Gate families picked out:
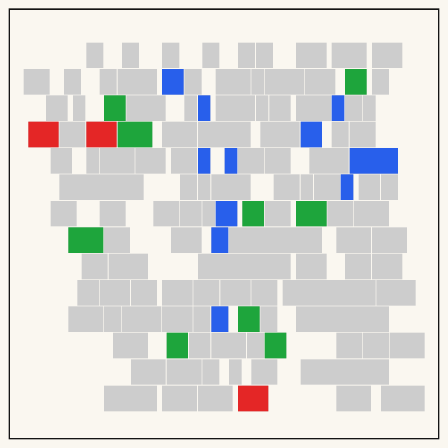
Signal wires on met2:
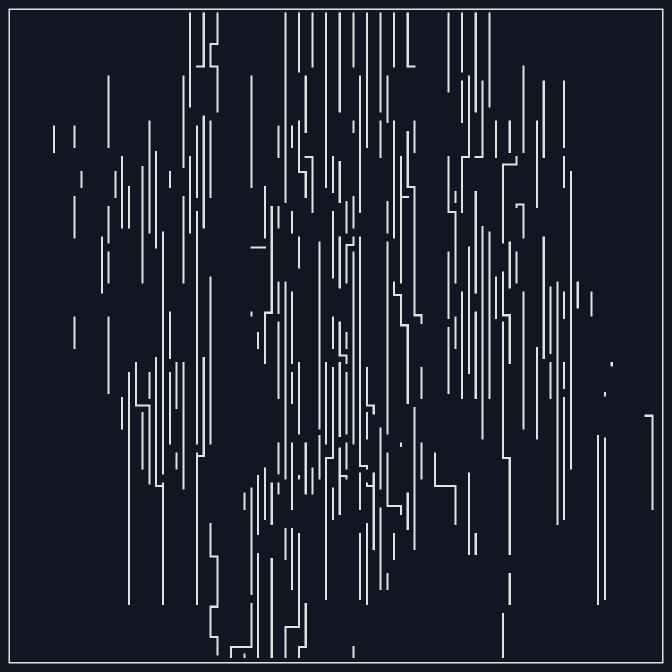
Cell area per tile:
9 x 9 tiles, from white (low) to dark blue (high), 0 to 100% covered.
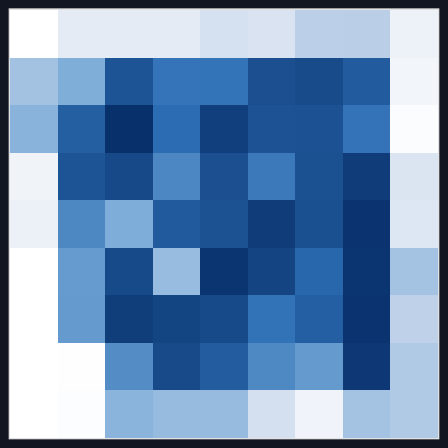
===== src/rtl/mips_ctrl_pkg.sv =====
// Shared definitions for the multicycle MIPS main control unit.
// Holds the FSM state encodings, the opcodes the controller understands,
// the encodings driven onto the ALU control and mux select lines, and the
// packed control word passed from the output decoder to the top module.
package mips_ctrl_pkg;

  // The debug port exposes these numeric values directly, so the
  // encodings are fixed rather than left to the tools.
  typedef enum logic [3:0] {
    FETCH    = 4'd0,
    DECODE   = 4'd1,
    MEMADR   = 4'd2,
    MEMREAD  = 4'd3,
    MEMWB    = 4'd4,
    MEMWRITE = 4'd5,
    EXECUTE  = 4'd6,
    ALUWB    = 4'd7,
    BRANCH   = 4'd8,
    JUMP     = 4'd9,
    ADDIEXEC = 4'd10,
    ADDIWB   = 4'd11
  } ctrlStateT;

  // Opcodes, taken from instr[31:26]
  localparam logic [5:0] OP_RTYPE = 6'b000000;
  localparam logic [5:0] OP_LW    = 6'b100011;
  localparam logic [5:0] OP_SW    = 6'b101011;
  localparam logic [5:0] OP_BEQ   = 6'b000100;
  localparam logic [5:0] OP_ADDI  = 6'b001000;
  localparam logic [5:0] OP_J     = 6'b000010;

  // {AluOp1, AluOp0} as understood by the ALU control unit
  localparam logic [1:0] ALUOP_ADD   = 2'b00;
  localparam logic [1:0] ALUOP_SUB   = 2'b01;
  localparam logic [1:0] ALUOP_FUNCT = 2'b10;

  // ALU B-input mux selects
  localparam logic [1:0] SRCB_RT       = 2'b00;
  localparam logic [1:0] SRCB_FOUR     = 2'b01;
  localparam logic [1:0] SRCB_IMM      = 2'b10;
  localparam logic [1:0] SRCB_IMM_SHL2 = 2'b11;

  // PC source mux selects
  localparam logic [1:0] PCSRC_ALU    = 2'b00;
  localparam logic [1:0] PCSRC_ALUOUT = 2'b01;
  localparam logic [1:0] PCSRC_JUMP   = 2'b10;

  // Every datapath control produced in one cycle
  typedef struct packed {
    logic       pcWrite;
    logic       pcWriteCond;
    logic       iorD;
    logic       memRead;
    logic       memWrite;
    logic       irWrite;
    logic       memtoReg;
    logic       regDst;
    logic       regWrite;
    logic       aluSrcA;
    logic [1:0] aluSrcB;
    logic [1:0] aluOp;
    logic [1:0] pcSource;
  } ctrlWordT;

endpackage


===== src/rtl/mips_ctrl_outdec.sv =====
// Combinational decode from the controller state to the full datapath
// control word. Anything a state does not mention stays 0.
// Ports:
//   state    - current FSM state
//   memReady - effective memory handshake; only FETCH looks at it
//   ctrl     - decoded control word
module mips_ctrl_outdec
  import mips_ctrl_pkg::*;
(
  input  ctrlStateT state,
  input  logic      memReady,
  output ctrlWordT  ctrl
);

  // Start each state from an all-zero control word and raise only what that
  // step needs. Illegal encodings fall through to the all-zero default.
  // FETCH is the only state that also depends on the handshake: IR and PC
  // must load only in the cycle where the fetched word is actually present.
  always_comb begin
    ctrl = '0;
    case (state)
      FETCH: begin
        ctrl.memRead  = 1'b1;
        ctrl.iorD     = 1'b0;
        ctrl.irWrite  = memReady;
        ctrl.aluSrcA  = 1'b0;
        ctrl.aluSrcB  = SRCB_FOUR;
        ctrl.aluOp    = ALUOP_ADD;
        ctrl.pcWrite  = memReady;
        ctrl.pcSource = PCSRC_ALU;
      end
      DECODE: begin
        // Precompute the branch target while the opcode is being decoded
        ctrl.aluSrcA = 1'b0;
        ctrl.aluSrcB = SRCB_IMM_SHL2;
        ctrl.aluOp   = ALUOP_ADD;
      end
      MEMADR: begin
        ctrl.aluSrcA = 1'b1;
        ctrl.aluSrcB = SRCB_IMM;
        ctrl.aluOp   = ALUOP_ADD;
      end
      MEMREAD: begin
        ctrl.memRead = 1'b1;
        ctrl.iorD    = 1'b1;
      end
      MEMWB: begin
        ctrl.regWrite = 1'b1;
        ctrl.memtoReg = 1'b1;
        ctrl.regDst   = 1'b0;
      end
      MEMWRITE: begin
        ctrl.memWrite = 1'b1;
        ctrl.iorD     = 1'b1;
      end
      EXECUTE: begin
        ctrl.aluSrcA = 1'b1;
        ctrl.aluSrcB = SRCB_RT;
        ctrl.aluOp   = ALUOP_FUNCT;
      end
      ALUWB: begin
        ctrl.regWrite = 1'b1;
        ctrl.memtoReg = 1'b0;
        ctrl.regDst   = 1'b1;
      end
      BRANCH: begin
        ctrl.aluSrcA     = 1'b1;
        ctrl.aluSrcB     = SRCB_RT;
        ctrl.aluOp       = ALUOP_SUB;
        ctrl.pcWriteCond = 1'b1;
        ctrl.pcSource    = PCSRC_ALUOUT;
      end
      JUMP: begin
        ctrl.pcWrite  = 1'b1;
        ctrl.pcSource = PCSRC_JUMP;
      end
      ADDIEXEC: begin
        ctrl.aluSrcA = 1'b1;
        ctrl.aluSrcB = SRCB_IMM;
        ctrl.aluOp   = ALUOP_ADD;
      end
      ADDIWB: begin
        ctrl.regWrite = 1'b1;
        ctrl.memtoReg = 1'b0;
        ctrl.regDst   = 1'b0;
      end
      default: ctrl = '0;
    endcase
  end

endmodule


===== src/rtl/mips_multicycle_control.sv =====
// Main control FSM of the 32-bit multicycle MIPS core. It sequences
// fetch / decode / execute / memory / writeback and drives every datapath
// enable, mux select and the AluOp pair into the ALU control unit.
// Ports:
//   clk, rst           - rising-edge clock, async active-high reset
//   opcode             - instr[31:26]; only looked at in DECODE and MEMADR
//   mem_ready          - memory finishes the current access this cycle
//   PCWrite .. PCSource - datapath controls (Moore decode of the state)
//   AluOp1, AluOp0     - 00 add, 01 subtract, 10 use funct field
//   illegal_op         - registered one-cycle pulse after an unknown opcode
//   state_dbg          - current state encoding
// Parameter MEM_WAIT_EN: 1 = memory steps wait for mem_ready, 0 = never wait.
module mips_multicycle_control
  import mips_ctrl_pkg::*;
#(
  parameter bit MEM_WAIT_EN = 1'b1
) (
  input  logic       clk,
  input  logic       rst,
  input  logic [5:0] opcode,
  input  logic       mem_ready,
  output logic       PCWrite,
  output logic       PCWriteCond,
  output logic       IorD,
  output logic       MemRead,
  output logic       MemWrite,
  output logic       IRWrite,
  output logic       MemtoReg,
  output logic       RegDst,
  output logic       RegWrite,
  output logic       AluSrcA,
  output logic [1:0] AluSrcB,
  output logic       AluOp1,
  output logic       AluOp0,
  output logic [1:0] PCSource,
  output logic       illegal_op,
  output logic [3:0] state_dbg
);

  ctrlStateT state;
  ctrlStateT nextState;
  logic      memReady;
  logic      illegalNext;
  ctrlWordT  decoded;
  ctrlWordT  ctrl;

  // With waiting disabled the memory is treated as always finishing at once
  assign memReady = MEM_WAIT_EN ? mem_ready : 1'b1;

  // Next-state selection. The memory steps (FETCH, MEMREAD, MEMWRITE) hold
  // until the handshake completes. DECODE dispatches on the opcode and
  // flags anything it does not recognise; MEMADR only needs to tell a store
  // from a load. Unused encodings recover to FETCH.
  always_comb begin
    nextState   = FETCH;
    illegalNext = 1'b0;
    case (state)
      FETCH:    nextState = memReady ? DECODE : FETCH;
      DECODE: begin
        case (opcode)
          OP_LW, OP_SW: nextState = MEMADR;
          OP_RTYPE:     nextState = EXECUTE;
          OP_BEQ:       nextState = BRANCH;
          OP_ADDI:      nextState = ADDIEXEC;
          OP_J:         nextState = JUMP;
          default: begin
            nextState   = FETCH;
            illegalNext = 1'b1;
          end
        endcase
      end
      MEMADR:   nextState = (opcode == OP_SW) ? MEMWRITE : MEMREAD;
      MEMREAD:  nextState = memReady ? MEMWB : MEMREAD;
      MEMWB:    nextState = FETCH;
      MEMWRITE: nextState = memReady ? FETCH : MEMWRITE;
      EXECUTE:  nextState = ALUWB;
      ALUWB:    nextState = FETCH;
      BRANCH:   nextState = FETCH;
      JUMP:     nextState = FETCH;
      ADDIEXEC: nextState = ADDIWB;
      ADDIWB:   nextState = FETCH;
      default:  nextState = FETCH;
    endcase
  end

  // State register plus the registered illegal-opcode pulse. The pulse is
  // raised for the single cycle after DECODE rejected the opcode.
  always_ff @(posedge clk or posedge rst) begin
    if (rst) begin
      state      <= FETCH;
      illegal_op <= 1'b0;
    end else begin
      state      <= nextState;
      illegal_op <= illegalNext;
    end
  end

  mips_ctrl_outdec uOutDec (
    .state    (state),
    .memReady (memReady),
    .ctrl     (decoded)
  );

  // The state register already sits in FETCH during reset, but FETCH drives
  // a memory read; forcing the word to zero keeps the datapath quiet until
  // reset is released.
  assign ctrl = rst ? '0 : decoded;

  assign PCWrite     = ctrl.pcWrite;
  assign PCWriteCond = ctrl.pcWriteCond;
  assign IorD        = ctrl.iorD;
  assign MemRead     = ctrl.memRead;
  assign MemWrite    = ctrl.memWrite;
  assign IRWrite     = ctrl.irWrite;
  assign MemtoReg    = ctrl.memtoReg;
  assign RegDst      = ctrl.regDst;
  assign RegWrite    = ctrl.regWrite;
  assign AluSrcA     = ctrl.aluSrcA;
  assign AluSrcB     = ctrl.aluSrcB;
  assign AluOp1      = ctrl.aluOp[1];
  assign AluOp0      = ctrl.aluOp[0];
  assign PCSource    = ctrl.pcSource;
  assign state_dbg   = state;

endmodule


===== config.mk =====
export PLATFORM = sky130hd
export DESIGN_NAME = mips_multicycle_control
export DESIGN_NICKNAME = d
export VERILOG_FILES = /design/src/rtl/mips_ctrl_pkg.sv /design/src/rtl/mips_ctrl_outdec.sv /design/src/rtl/mips_multicycle_control.sv
export SDC_FILE = /design/constraint.sdc
export NUM_CORES = 1
export LEC_CHECK = 0
export CAP_MARGIN = 15
export CORE_UTILIZATION = 35
export DETAILED_ROUTE_END_ITERATION = 12
export PLACE_DENSITY = 0.74
export SYNTH_ARGS = -nofsm -noshare
export SYNTH_HDL_FRONTEND = slang
export SYNTH_SLANG_ARGS = --single-unit
export TNS_END_PERCENT = 30

===== constraint.sdc =====
create_clock -name clk -period 1.96 [get_ports clk]
set_clock_uncertainty 0.15 [all_clocks]
set_input_delay 0.392 -clock clk [delete_from_list [all_inputs] [get_ports clk]]
set_output_delay 0.392 -clock clk [all_outputs]
set_load 0.01 [all_outputs]

==> impl_metrics.py <==
# Flow results
metrics = {
    "worst_setup_path": {
        "required_ns": 1.42,
        "reg2regPathDepth": 6,
        "worstPathBufferInverterCount": 2,
        "startpoint_type": "flop",
        "ff2ff_setup_slack_ns": 0.08,
    },
    "grt": {
        "grt.busiest_layer": "met2",
        "grt_pass1_wl_mm": 3.15,
        "globalRouteMet1Util": 0.303,
    },
    "layout": {
        "num-multi-input-gates": 68,
        "buffers": 50,
    },
    "yosys": {
        "yosys-dominant-comb-family": "simple AND/OR/NAND/NOR gates",
        "yosys-stat-area_um2": 621,
        "synth-edff-count": 0,
        "share_of_synthesized_area_spent_on_multiplexers": 0.0161,
        "syn-num-nets": 92,
        "ys.flop_type": "sky130_fd_sc_hd__dfrtp_1",
        "synth.top_cell.area_share": 0.202,
    },
    "final_timing": {
        "report.final.setup_viol": 1,
        "slew_headroom": 0.729,
        "finalWorstSetupSlack_ns": -0.000530,
        "finalHoldViolCount": 0,
        "rsz_0062_raised_after_global_routing": "yes",
    },
    "floorplanning": {
        "die.size.x_um": 44.1,
        "placement_rows": 14,
        "die_area_mm2": 0.00195,
    },
    "routing": {
        "drt_iter0_drc": 11,
        "post-route-drc-count": 1,
    },
    "status": {
        "violations": "design-rule violations, negative setup slack",
        "run_status": "finished, violations left",
    },
    "pwr": {
        "ir_drop_mv": 0.538,
    },
    "placed_design": {
        "placement.io_buffers": 29,
    },
}
Back to the opening pictures, 'gate families picked out':
| family | colour | cells |
|---|---|---|
| xor and xnor cells | red | 3 |
| nand cells | blue | 11 |
| and/or cells | green | 9 |
non-filler cells, final: 144
logic share of the area: 0.458

Back to the opening pictures, 'signal wires on met2':
share of all routed wire: 49%
wire length on this layer: 1010 um
nets with wire on the layer: 129
longest straight run: 20.1 um
total via count in the routed design: 825
total length of routed wires: 2.06 mm
global routing met2 resource utilization: 0.335

Back to the opening pictures, 'cell area per tile':
mean over tiles: 55%
nearly empty tiles: 9.9%
emptiest ninth of the die: lower left
core area: 0.00158 mm2
end-of-flow core utilization: 0.692
initial core utilization: 0.394

what timing repair did:
| item | in CTS | in global routing |
|---|---|---|
| pin swaps | 0 | 2 |
| gates resized | 47 | 34 |
| hold endpoints to repair | 0 | 0 |
| setup buffers | 3 | 1 |
| endpoints found under the setup margin | 18 | 18 |
where the power goes:
group | leakage [nW] | switching [mW] | internal (mW)
logic | 0.441 | 0.430 | 0.480
clock network | 0.0150 | 0.0465 | 0.0772
registers | 0.0603 | 0.0536 | 0.145
worst max-delay path by stage:
stage / endpoint / cells after the start
after floorplan: AluSrcA / 3
final: AluSrcA / 3
after global routing: RegWrite / 5
after CTS: AluSrcB[1] / 5
after global placement: AluSrcA / 3
after detailed placement: MemtoReg / 5
sequential cells by signal (all words and copies together) (netlist names):
name	count
illegal_op	1
state_dbg	4
Power and IR drop assume default switching activity.
